## src/rtl/tt_gate_pkg.sv

```systemverilog
// Shared types and helpers for the truth-table gate sequencer.
package tt_gate_pkg;

    // Default number of logic inputs feeding the truth table.
    localparam int NUM_IN_DEFAULT = 4;

    // Sweep controller states.
    typedef enum logic [0:0] {
        IDLE  = 1'b0,
        SWEEP = 1'b1
    } state_e;

    // Number of truth-table entries for n logic inputs.
    function automatic int tt_width(input int n);
        return int'(32'd1 << n);
    endfunction

endpackage

```

## src/rtl/tt_lut_mux.sv

```systemverilog
// Combinational truth-table lookup: selects entry idx_i of the table.
module tt_lut_mux
    import tt_gate_pkg::*;
#(
    parameter int NUM_IN = NUM_IN_DEFAULT
) (
    input  logic [tt_width(NUM_IN)-1:0] tt_i,
    input  logic [NUM_IN-1:0]           idx_i,
    output logic                        bit_o
);

    assign bit_o = tt_i[idx_i];

endmodule

```

## src/rtl/tt_gate_seq.sv

```systemverilog
// Truth-table gate evaluator with valid/ready handshakes and an optional
// exhaustive sweep engine compiled in by the TT_GATE_SWEEP_EN macro.
// Without the macro the block is a pure streaming evaluator: busy is tied
// low and sweep_start only gates in_ready in the cycle it is asserted.
module tt_gate_seq
    import tt_gate_pkg::*;
#(
    parameter int                          NUM_IN   = NUM_IN_DEFAULT,
    parameter logic [tt_width(NUM_IN)-1:0] TT_RESET = 16'h3060
) (
    input  logic                        clk,
    input  logic                        rst,
    input  logic                        cfg_we,
    input  logic [tt_width(NUM_IN)-1:0] cfg_tt,
    input  logic                        in_valid,
    output logic                        in_ready,
    input  logic [NUM_IN-1:0]           in_data,
    output logic                        out_valid,
    input  logic                        out_ready,
    output logic                        out_bit,
    output logic [NUM_IN-1:0]           out_idx,
    input  logic                        sweep_start,
    output logic                        busy
);

    localparam int TT_W = tt_width(NUM_IN);

`ifdef TT_GATE_SWEEP_EN
    // One extra counter bit so "all entries issued" never aliases index 0.
    localparam int               CNT_W    = NUM_IN + 1;
    localparam logic [NUM_IN:0]  CNT_END  = CNT_W'(TT_W);
    localparam logic [NUM_IN:0]  CNT_ONE  = CNT_W'(1);
    localparam logic [NUM_IN:0]  CNT_ZERO = {CNT_W{1'b0}};

    logic [NUM_IN:0] cnt_q, cnt_d;
`endif

    logic [TT_W-1:0]   tt_q, tt_d;
    state_e            state_q, state_d;
    logic              out_valid_q, out_valid_d;
    logic              out_bit_q, out_bit_d;
    logic [NUM_IN-1:0] out_idx_q, out_idx_d;

    logic              slot_free_s;
    logic              accept_s;
    logic [NUM_IN-1:0] lut_idx_s;
    logic              lut_bit_s;

    tt_lut_mux #(
        .NUM_IN (NUM_IN)
    ) u_lut_mux (
        .tt_i  (tt_q),
        .idx_i (lut_idx_s),
        .bit_o (lut_bit_s)
    );

    assign slot_free_s = !out_valid_q || out_ready;
    assign in_ready    = (state_q == IDLE) && slot_free_s && !sweep_start;
    assign accept_s    = in_valid && in_ready;

    assign out_valid = out_valid_q;
    assign out_bit   = out_bit_q;
    assign out_idx   = out_idx_q;
`ifdef TT_GATE_SWEEP_EN
    assign busy      = (state_q == SWEEP);
`else
    assign busy      = 1'b0;
`endif

    // Next-state logic: table update, output slot and sweep sequencing.
    always_comb begin
        tt_d        = tt_q;
        state_d     = state_q;
        out_valid_d = out_valid_q;
        out_bit_d   = out_bit_q;
        out_idx_d   = out_idx_q;
        lut_idx_s   = in_data;
`ifdef TT_GATE_SWEEP_EN
        cnt_d       = cnt_q;
`endif

        // Table writes land next cycle; the lookup below still sees tt_q.
        if (cfg_we && (state_q == IDLE)) begin
            tt_d = cfg_tt;
        end else begin
            tt_d = tt_q;
        end

        // A consumed (or empty) slot frees up unless refilled below.
        if (slot_free_s) begin
            out_valid_d = 1'b0;
        end else begin
            out_valid_d = out_valid_q;
        end

        if (accept_s) begin
            out_valid_d = 1'b1;
            out_bit_d   = lut_bit_s;
            out_idx_d   = in_data;
        end else begin
            out_bit_d   = out_bit_q;
            out_idx_d   = out_idx_q;
        end

`ifdef TT_GATE_SWEEP_EN
        case (state_q)
            IDLE: begin
                if (sweep_start) begin
                    state_d = SWEEP;
                    cnt_d   = CNT_ZERO;
                end else begin
                    state_d = IDLE;
                end
            end
            SWEEP: begin
                lut_idx_s = cnt_q[NUM_IN-1:0];
                // Issue the next index only into a free slot; a pending
                // result from before the sweep drains first this way.
                if (slot_free_s && (cnt_q != CNT_END)) begin
                    out_valid_d = 1'b1;
                    out_bit_d   = lut_bit_s;
                    out_idx_d   = cnt_q[NUM_IN-1:0];
                    cnt_d       = cnt_q + CNT_ONE;
                end else begin
                    cnt_d       = cnt_q;
                end
                // Once everything is issued, the held result is the last index.
                if (out_valid_q && out_ready && (cnt_q == CNT_END)) begin
                    state_d = IDLE;
                end else begin
                    state_d = SWEEP;
                end
            end
            default: begin
                state_d = IDLE;
            end
        endcase
`else
        state_d = IDLE;
`endif
    end

    // State registers with synchronous reset that discards all work.
    always_ff @(posedge clk) begin
        if (rst) begin
            tt_q        <= TT_RESET;
            state_q     <= IDLE;
            out_valid_q <= 1'b0;
            out_bit_q   <= 1'b0;
            out_idx_q   <= {NUM_IN{1'b0}};
`ifdef TT_GATE_SWEEP_EN
            cnt_q       <= CNT_ZERO;
`endif
        end else begin
            tt_q        <= tt_d;
            state_q     <= state_d;
            out_valid_q <= out_valid_d;
            out_bit_q   <= out_bit_d;
            out_idx_q   <= out_idx_d;
`ifdef TT_GATE_SWEEP_EN
            cnt_q       <= cnt_d;
`endif
        end
    end

endmodule

```

## config.mk

```make
export PLATFORM = sky130hd
export DESIGN_NAME = tt_gate_seq
export DESIGN_NICKNAME = d
export VERILOG_FILES = /design/src/rtl/tt_gate_pkg.sv /design/src/rtl/tt_lut_mux.sv /design/src/rtl/tt_gate_seq.sv
export SDC_FILE = /design/constraint.sdc
export NUM_CORES = 1
export LEC_CHECK = 0
export CORE_MARGIN = 2
export CORE_UTILIZATION = 39
export CTS_CLUSTER_SIZE = 12
export DETAILED_ROUTE_END_ITERATION = 16
export GPL_TIMING_DRIVEN = 0
export PLACE_DENSITY = 0.69
export SYNTH_ARGS = -nofsm -noshare
export SYNTH_HDL_FRONTEND = slang
export SYNTH_HIERARCHICAL = 1
export SYNTH_SLANG_ARGS = --single-unit
```

## constraint.sdc

```tcl
create_clock -name clk -period 1.23 [get_ports clk]
set_input_delay 0.246 -clock clk [delete_from_list [all_inputs] [get_ports clk]]
set_output_delay 0.246 -clock clk [all_outputs]
set_load 0.005 [all_outputs]
```

### Track usage over the die

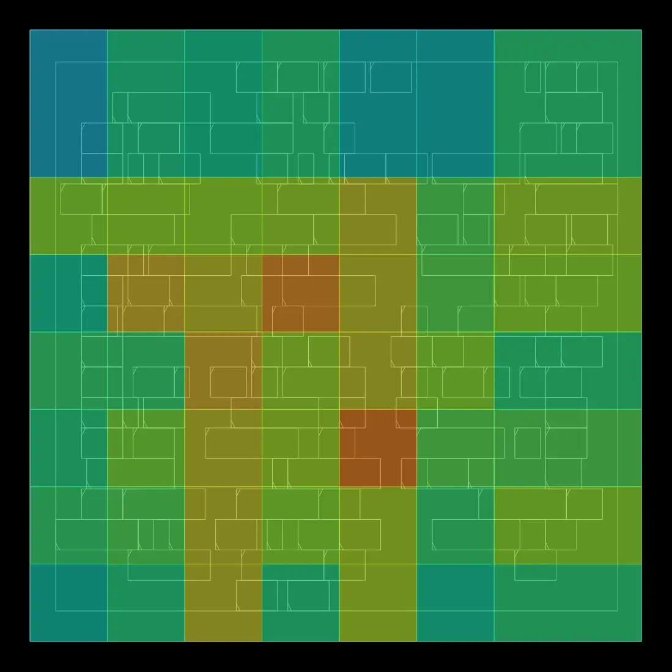
met2 usage: 0.263
drt wl/cell: 12.4 um
Util after Layout: 0.570
total track usage: 0.138
met3 usage: 0.0328

### Sizing map

Scale: 6 px per um.
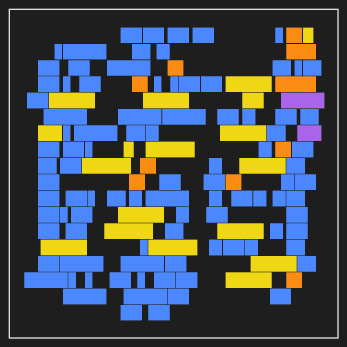
Key: purple = _6 and larger [cells 2, share 1.6%]; blue = _0 and _1 cells [cells 94, share 76%]; orange = _3 and _4 cells [cells 10, share 8.1%]; yellow = _2 cells [cells 18, share 15%]

### Signal wires on met1

Scale: 8 px per um.
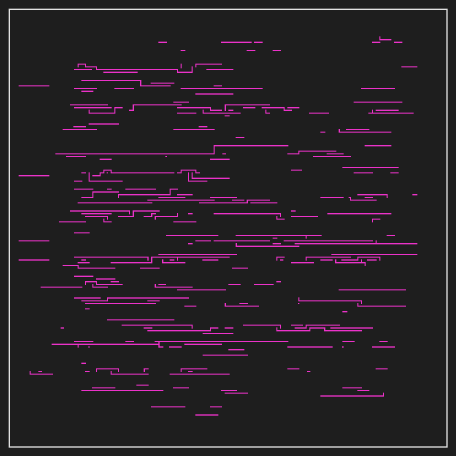
The layer holds 44% of the routed length. The longest straight run is 19.8 um. The layer carries 845 um of wire. 125 nets have wire on it.
total number of vias: 756
met1 Resource Use GR: 0.144

==> flow_summary.ini <==
; implementation run metrics
[drt]
drt_first_pass_iters = 4
m1WireLength_um = 844
met2_length_um = 933
topRoutingLayerUsed = met3
drt-vias-per-instance = 4.91
drt_iter0_drc = 12

[sta]
grt_setup_unrepaired = yes
setup_viol = 1
layout_min_cycle_time_ns = 1.27
fin_ws_ns = -0.0377

[setup_path]
cp-start-kind = register
cp-end-kind = register
crit-reg2reg-launch = tt_q[15]
rr_endpoint = out_bit
crit_top_cell = mux2i_1
arrival_ns = 1.46

[yosys]
post-synth-top-count-cell = dfxtp_1
logic_family = multiplexers
numSynthFlops = 22
ys_sh_aoi = 0.0452
xor_area_frac = 0
syn-instance-count = 86
synth-async-reset-ratio = 0
yosys.area.top_type = dfxtp_1
edf_count = 0
syn_area_um2 = 996

[clock_tree]
h-tree-depth = 1
cts_sinks = 22
cts-root-buf = clkbuf_4
clkTransAtPathRegs_ns = 0.11

[place]
numPortBuffers = 32

[die]
fp.coreArea_mm2 = 0.00245
dieArea_mm2 = 0.00297
num_tap_cells = 30

[min_path]
hp-class = input port to register
hold-path-endpoint = out_idx[0]

[final_layout]
final_cell_mix = clkdlybuf4s50_1, mux2i_1, nor2_1
comb_area_frac = 0.363
nFillCells = 244
comb.multi_input.count = 59
syn2layout_area_growth_pct = 40.6

[pwr]
p_seq_mw = 0.780
p_comb_frac = 0.200
swShare = 0.225
vdd_ir_drop_max_mv = 0.610
powerDensity_mw_per_mm2 = 968
top_power_group = sequential cells

[job]
warning_count = 28
drv_cap = 0

[outcome]
status = finished with violations
violations = negative setup slack

[global_route]
grt_pass1_wl_um = 2910
